$ cat config.mk
export PLATFORM = sky130hd
export DESIGN_NAME = bcd_down_counter
export DESIGN_NICKNAME = d
export VERILOG_FILES = /design/src/rtl/bcd_down_counter.sv
export SDC_FILE = /design/constraint.sdc
export NUM_CORES = 1
export LEC_CHECK = 0
export CAP_MARGIN = 40
export CORE_MARGIN = 4
export CORE_UTILIZATION = 25
export DETAILED_ROUTE_END_ITERATION = 7
export HOLD_SLACK_MARGIN = 0.08
export SYNTH_ARGS = -nofsm -noshare
export SYNTH_HDL_FRONTEND = slang
export SYNTH_SLANG_ARGS = --single-unit
$ cat constraint.sdc
create_clock -name CLK -period 2.3 [get_ports CLK]
set_input_delay 0.345 -clock CLK [delete_from_list [all_inputs] [get_ports CLK]]
set_output_delay 0.345 -clock CLK [all_outputs]
set_load 0.01 [all_outputs]
$ cat src/rtl/bcd_down_counter.sv
// Loadable multi-digit BCD down-counter with start/stop control, optional auto-reload
// on terminal count, and a one-cycle error pulse for rejected commands.
module bcd_down_counter #(
    parameter int DIGITS = 2
) (
    input  logic                  CLK,
    input  logic                  Reset,
    input  logic                  Load,
    input  logic [4*DIGITS-1:0]   D,
    input  logic                  Start,
    input  logic                  Stop,
    input  logic                  En,
    input  logic                  AutoReload,
    output logic [4*DIGITS-1:0]   Q,
    output logic                  TC,
    output logic                  Busy,
    output logic                  Done,
    output logic                  Err
);
    localparam int W = 4 * DIGITS;

    typedef enum logic [1:0] {
        IDLE = 2'd0,
        RUN  = 2'd1,
        DONE = 2'd2
    } state_t;

    state_t         r_state;
    state_t         w_state_next;
    logic [W-1:0]   r_q;
    logic [W-1:0]   w_q_next;
    logic [W-1:0]   r_reload;
    logic [W-1:0]   w_reload_next;
    logic           r_tc;
    logic           w_tc_next;
    logic           r_err;
    logic           w_err_next;

    logic [W-1:0]      w_q_dec;
    logic [DIGITS-1:0] w_borrow;
    logic [DIGITS-1:0] w_d_ok;
    logic              w_q_zero;
    logic              w_q_one;

    // Borrow ripples combinationally through every digit, so a full decrement
    // (e.g. 100 -> 099) completes in one edge.
    assign w_borrow[0] = 1'b1;

    genvar gi;
    generate
        for (gi = 0; gi < DIGITS; gi++) begin : g_digit
            logic [3:0] w_dig;
            assign w_dig = r_q[4*gi +: 4];
            assign w_q_dec[4*gi +: 4] = !w_borrow[gi]   ? w_dig :
                                        (w_dig == 4'd0) ? 4'd9  : w_dig - 4'd1;
            assign w_d_ok[gi] = (D[4*gi +: 4] <= 4'd9);
            if (gi < DIGITS - 1) begin : g_borrow
                assign w_borrow[gi+1] = w_borrow[gi] && (w_dig == 4'd0);
            end
        end
    endgenerate

    assign w_q_zero = (r_q == '0);
    assign w_q_one  = (r_q == W'(1));

    always_comb begin
        w_state_next  = r_state;
        w_q_next      = r_q;
        w_reload_next = r_reload;
        w_tc_next     = 1'b0;
        w_err_next    = 1'b0;
        if (Load) begin
            w_state_next = IDLE;
            if (&w_d_ok) begin
                w_q_next      = D;
                w_reload_next = D;
            end else begin
                w_err_next = 1'b1;
            end
        end else if (Stop) begin
            if (r_state == RUN) begin
                w_state_next = IDLE;
            end
        end else if (Start && (r_state == IDLE)) begin
            if (w_q_zero) begin
                w_err_next = 1'b1;
            end else begin
                w_state_next = RUN;
            end
        end else if ((r_state == RUN) && En) begin
            if (w_q_one) begin
                w_tc_next = 1'b1;
                // AutoReload only matters on this terminal edge.
                if (AutoReload) begin
                    w_q_next = r_reload;
                end else begin
                    w_q_next     = '0;
                    w_state_next = DONE;
                end
            end else begin
                w_q_next = w_q_dec;
            end
        end
    end

    always_ff @(posedge CLK or posedge Reset) begin
        if (Reset) begin
            r_state  <= IDLE;
            r_q      <= '0;
            r_reload <= '0;
            r_tc     <= 1'b0;
            r_err    <= 1'b0;
        end else begin
            r_state  <= w_state_next;
            r_q      <= w_q_next;
            r_reload <= w_reload_next;
            r_tc     <= w_tc_next;
            r_err    <= w_err_next;
        end
    end

    assign Q    = r_q;
    assign TC   = r_tc;
    assign Err  = r_err;
    assign Busy = (r_state == RUN);
    assign Done = (r_state == DONE);

endmodule
Figure 1. Clock wiring as the flow saved it (run 1).
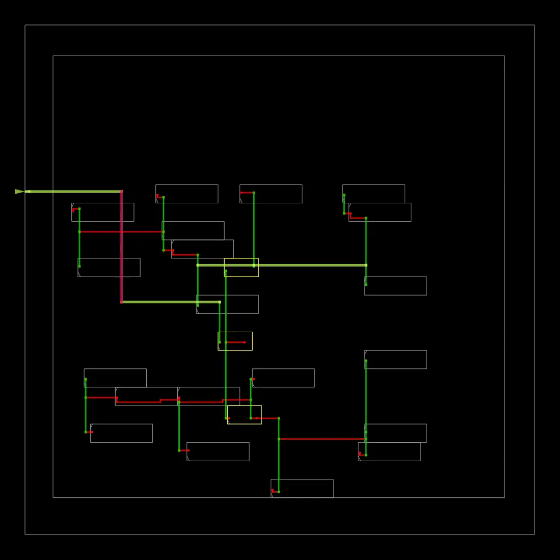
count of clock-net buffers in the final layout: 3
number of buffers inserted during clock tree synthesis: 3
Flops: 20
power consumed by the clock network: 0.000227 W
clock skew: 0.00106 ns

Figure 2. Logic cells by family (run 1).
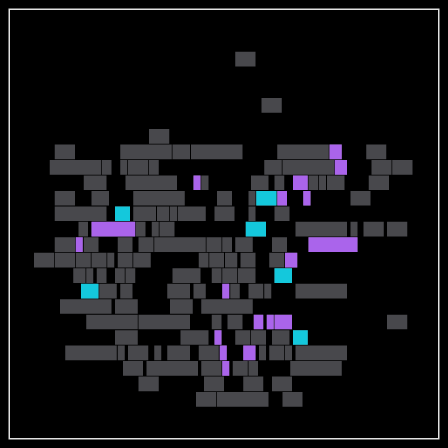
[purple] NOR gates | cells: 18
[cyan] AND-OR and OR-AND gates | cells: 6
combinational fraction of the cell area: 38.8%
top logic cell by instance count in the layout: clkdlybuf4s50_1

==> qor.tcl, run 1 <==
set qor(synth-seq-cells) 20
set qor(detailed_place.area_mm2) 0.00151
set qor(fa_ha_area_share_pct) 0
set qor(die-height_um) 75.3
set qor(cts_num_sinks) 20
set qor(clock.latency.late_pin_ns) 0.25
set qor(timing.critical_path.fanout_max) 7
set qor(rsz0062_at_grt) {false}
set qor(post-route-worst-setup-slack_ns) 0.512
set qor(synth.lib_cells_used.distinct) 40
set qor(detailedRoute.firstPassIterationCount) 4
set qor(antenna_cells_inserted) 0
set qor(place.detailed.instances) 197
set qor(r2r_slack_ns) 0.55
set qor(core_rows) 24
set qor(fp_util_pct) 26.0
set qor(async_reset_ff_share_pct) 100
set qor(postLayoutCoreUtil_pct) 35.7
set qor(cts_repair_resize_count) 0
set qor(worstHoldPathType) {reg -> reg}
set qor(max_freq_mhz) 559
set qor(leakagePower_nw) 0.613
set qor(mostFrequentLayoutCells) {26 x clkdlybuf4s50_1, 20 x dfrtp_1, 11 x nand2_1}
set qor(postSynthSeqShare_pct) 44.2
set qor(floorplan.nets) 128
set qor(area_figure_in_the_yosys_stat_output_mm2) 0.00113
set qor(crit_path_start_kind) {input pin}
set qor(status) {finished, final reports clean}
set qor(post_synth_main_area_contributors) {dfrtp_1 44%, mux2_2 6.0%, nand2_1 3.7%}
set qor(dr.first_iter.drc_count) 49
set qor(via_per_inst) 5.23
set qor(worst-slew-pin-transition_ns) 0.779
set qor(drcViolationCount) 0
set qor(nets) 165
set qor(critical_path.cell_chain) {clkdlybuf4s50_1 -> o21ai_0 -> nand3_1 -> buf_4 -> o21a_1 -> o211ai_1}
set qor(p_clk_share_pct) 19.1
set qor(log.warning_count) 26
set qor(gpl.final_weighted_congestion) 0.900
Figure 3. A small window of the routed layout (run 1).
The bar under the picture is 5 um long. Window x 28 to 48, y 43 to 63 um. Cells in gray, sequential cells in the stronger gray; small squares are vias.
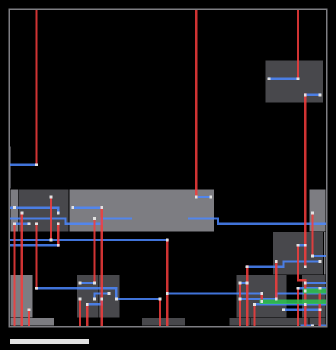
[red] met2
[green] met3
[blue] met1
netlist names of flops here include: TC (1)
sequential cells in the window: 1
cells with their middle in the window: 8

Figure 4. Wiring heat map (run 1).
The die is cut into 15 by 15 equal tiles; white is low, dark blue is high, scaled to the fullest tile. Values are wire area over tile area, all layers added.
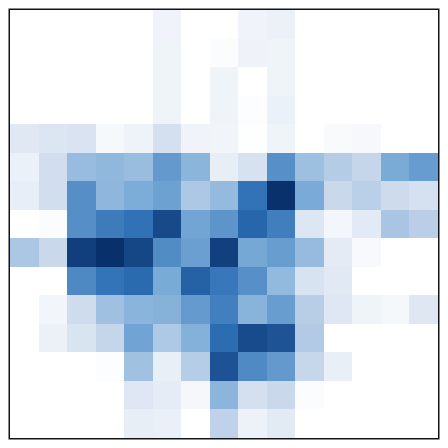
nearly empty tiles: 41%
densest ninth of the die: middle
emptiest ninth of the die: top right
tiles over half the peak: 17%
mean over tiles: 0.083
fullest tile: 0.39
WL final: 2960 um
average wire per standard cell: 14.8 um
vias after detailed routing: 1046
GR Util All Layers: 11.5%

==> run 1: cell usage after synthesis (3+ instances only) <==
master     instances
o211ai_1           4
o31ai_1            5
nor2_1             8
a2111oi_0          3
dfrtp_1           20
mux2_2             6
inv_1              4
nand2_1           11
nor2b_1            3
a21oi_1            8
o21ai_0            5
==> run 1: layout make-up <==
type                            count  area (um2)
Clock buffer                        3        41.3
Fill cell                         425        2800
Inverter                            4        15.0
Timing Repair Buffer               35         328
Multi-Input combinational cell     86         603
Sequential cell                    20         500
Tap cell                           52        65.1
==> run 1: worst paths after layout <==
path / from / endpoint / depth (start not counted)
worst max-delay path: D[6] / Q[7]$_DFFE_PP0P_ / 6
worst min-delay path: r_reload[5]$_DFFE_PP0P_ / r_reload[5]$_DFFE_PP0P_ / 2
worst max register to register: Q[0]$_DFFE_PP0P_ / Q[3]$_DFFE_PP0P_ / 5
worst min register to register: r_reload[5]$_DFFE_PP0P_ / r_reload[5]$_DFFE_PP0P_ / 2
max in group asynchronous: Reset / r_reload[1]$_DFFE_PP0P_ / 2
min in group asynchronous: Reset / Err$_DFF_PP0_ / 2
==> run 1: kinds of logic after synthesis <==
family | count (synthesis)
buffers and inverters | 7
AND/OR/NAND/NOR | 39
AND-OR/OR-AND | 39
multiplexers | 8
flip-flops | 20
==> run 1: power by group through the flow <==
stage	clock network [W]	registers (W)	logic [W]
after floorplan	0	0.000552	0.000198
after global placement	0	0.000549	0.000406
after detailed placement	0	0.000556	0.000408
after CTS	0.000235	0.000550	0.000411
after global routing	0.000251	0.000568	0.000451
final	0.000227	0.000552	0.000407
==> run 1: per-layer routing <==
metal,share of wire [%],vias up,global-route usage (%)
li1,-,506,-
met1,47,503,16.4
met2,46,35,17.7
met3,6.3,2,1.74
met4,0.54,0,3.69
met5,0,-,0
==> run 2, diff against run 1 <==
==> constraint.sdc (replaced) <==
create_clock -name CLK -period 1.65 [get_ports CLK]
set_input_delay 0.2475 -clock CLK [delete_from_list [all_inputs] [get_ports CLK]]
set_output_delay 0.2475 -clock CLK [all_outputs]
set_load 0.01 [all_outputs]
Figure 5. Clock wiring as the flow saved it (run 2).
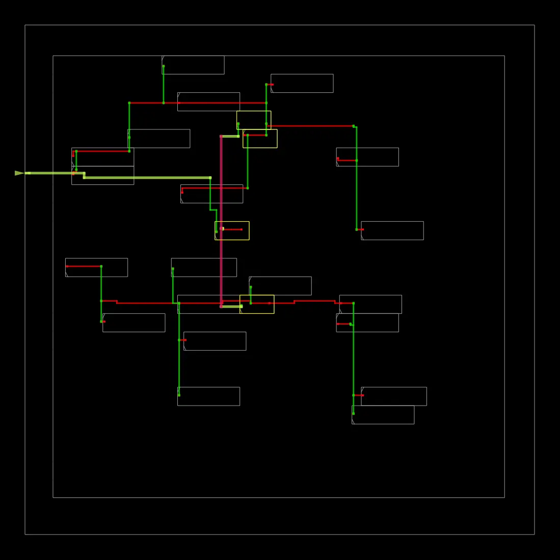
power consumed by the clock network: 0.000377 W
count of clock-net buffers in the final layout: 4
sinks on the clock net: 20
clock skew: 0.00466 ns

Figure 6. Logic cells by family (run 2).
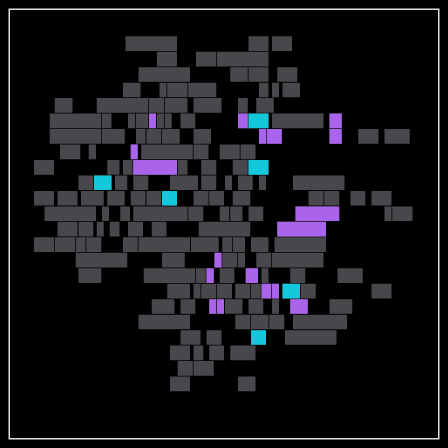
[purple] NOR gates | cells: 18
[cyan] AND-OR and OR-AND gates | cells: 6

==> run 2 against run 1 <==
  * Power is 55% higher
  * Via count grew 7.7%
  * Sequential power increased by 34%
  * Final area rose by 12%
  * First-iteration DRC count rose by 22%
  * Largest cell class unchanged
==> qor.tcl, run 2 <==
set qor(status) {finished, final reports clean}
set qor(synth-seq-cells) 20 ;# unchanged
set qor(async_reset_ff_share_pct) 100 ;# unchanged
set qor(place.detailed.instances) 216 ;# +9.6%
set qor(worstHoldPathType) {in -> async}
set qor(top_logic_cell_by_instance_count_in_the_layout) {buf_4}
set qor(reg2reg_from) {Q[2]$_DFFE_PP0P_}
set qor(synthTopCellsByCount) {20 x dfrtp_1, 11 x nand2_1, 8 x a21oi_1, 8 x nor2_1, 6 x mux2_2}
set qor(leakagePower_nw) 0.763 ;# +24%
set qor(max_freq_mhz) 611
set qor(timing.critical_path.fanout_max) 7 ;# unchanged
set qor(critPathLaunch) {r_state[0]$_DFFE_PP0P_}
set qor(post-route-worst-setup-slack_ns) 0.0130 ;# -0.499 ns
set qor(route.vias.total) 1127 ;# +7.7%
set qor(worstReg2RegEnd) {Q[6]$_DFFE_PP0P_}
set qor(groute.layer.met3.usage_pct) 1.87 ;# +0.13 points
set qor(dr.first_iter.drc_count) 60 ;# +22%
set qor(gpl.final_weighted_congestion) 0.811 ;# -9.9%
set qor(via_per_inst) 5.10 ;# -2.5%
set qor(synth_dominant_cell_count) {dfrtp_1}
set qor(r2r_slack_ns) 0.03 ;# -0.52 ns
set qor(p_clk_share_pct) 20.6 ;# +1.5 points
set qor(drcViolationCount) 0 ;# unchanged
set qor(core_rows) 24 ;# unchanged
set qor(antenna_cells_inserted) 0 ;# unchanged
set qor(worst-slew-pin-transition_ns) 0.567 ;# -0.212 ns
[run 2: cell types whose count changed in the layout (fill, tap and decap cells not counted)]
cell | before | now
dfrtp_1 | 20 | 18
clkdlybuf4s50_1 | 26 | 21
a21oi_1 | 8 | 7
a21oi_2 | 0 | 1
buf_4 | 9 | 28
clkbuf_8 | 3 | 4
dlymetal6s2s_1 | 0 | 3
dlygate4sd2_1 | 0 | 2
nor4_4 | 1 | 2
buf_6 | 0 | 1
nor4_1 | 1 | 0
dfrtp_2 | 0 | 2
[run 2: kinds of logic (layout without fill, tap and decap cells)]
logic type	Yosys count	after routing	synth area share, %
AOI/OAI and AO/OA	39	39	24.2
and+or+nand+nor	39	39	21.2
DFF	20	20	44.2
muxes	8	8	7.85
buffers and inverters	7	63	2.43
[run 2: what timing repair did]
action | in CTS | in global routing
pin swaps | 0 | 0
setup buffers | 1 | 0
setup endpoints to repair | 3 | 12
gates resized | 2 | 7
[run 2: power groups by stage]
stage / clock (W) / sequential, W / combinational, W
6_report: 0.000377 / 0.000738 / 0.000718
4_1_cts: 0.000386 / 0.000729 / 0.000716
3_3_place_gp: 0 / 0.000733 / 0.000704
2_1_floorplan: 0 / 0.000774 / 0.000283
3_5_place_dp: 0 / 0.000740 / 0.000710
5_1_grt: 0.000410 / 0.000754 / 0.000789
[run 2: metal layers]
layer,vias to the layer above,share of wire (%)
met5,-,0
met2,28,51
li1,550,-
met4,0,0.80
met3,3,4.3
met1,546,44
[run 2: worst max-delay path: cells and delay by family (launching register included)]
family,cells,cell delay [ns]
and+or+nand+nor,1,0.15
DFF,1,0.43
buffers and inverters,1,0.54
[run 2: area by class of cell]
type,instances,area [um2]
sequential,20,503
inverter,4,15.0
multi-input combinational,86,622
fill,408,2610
tap,52,65.1
clock buffer,4,55.1
timing repair buffer,55,487
No activity file was given, so power comes from the tool's default toggle rates.
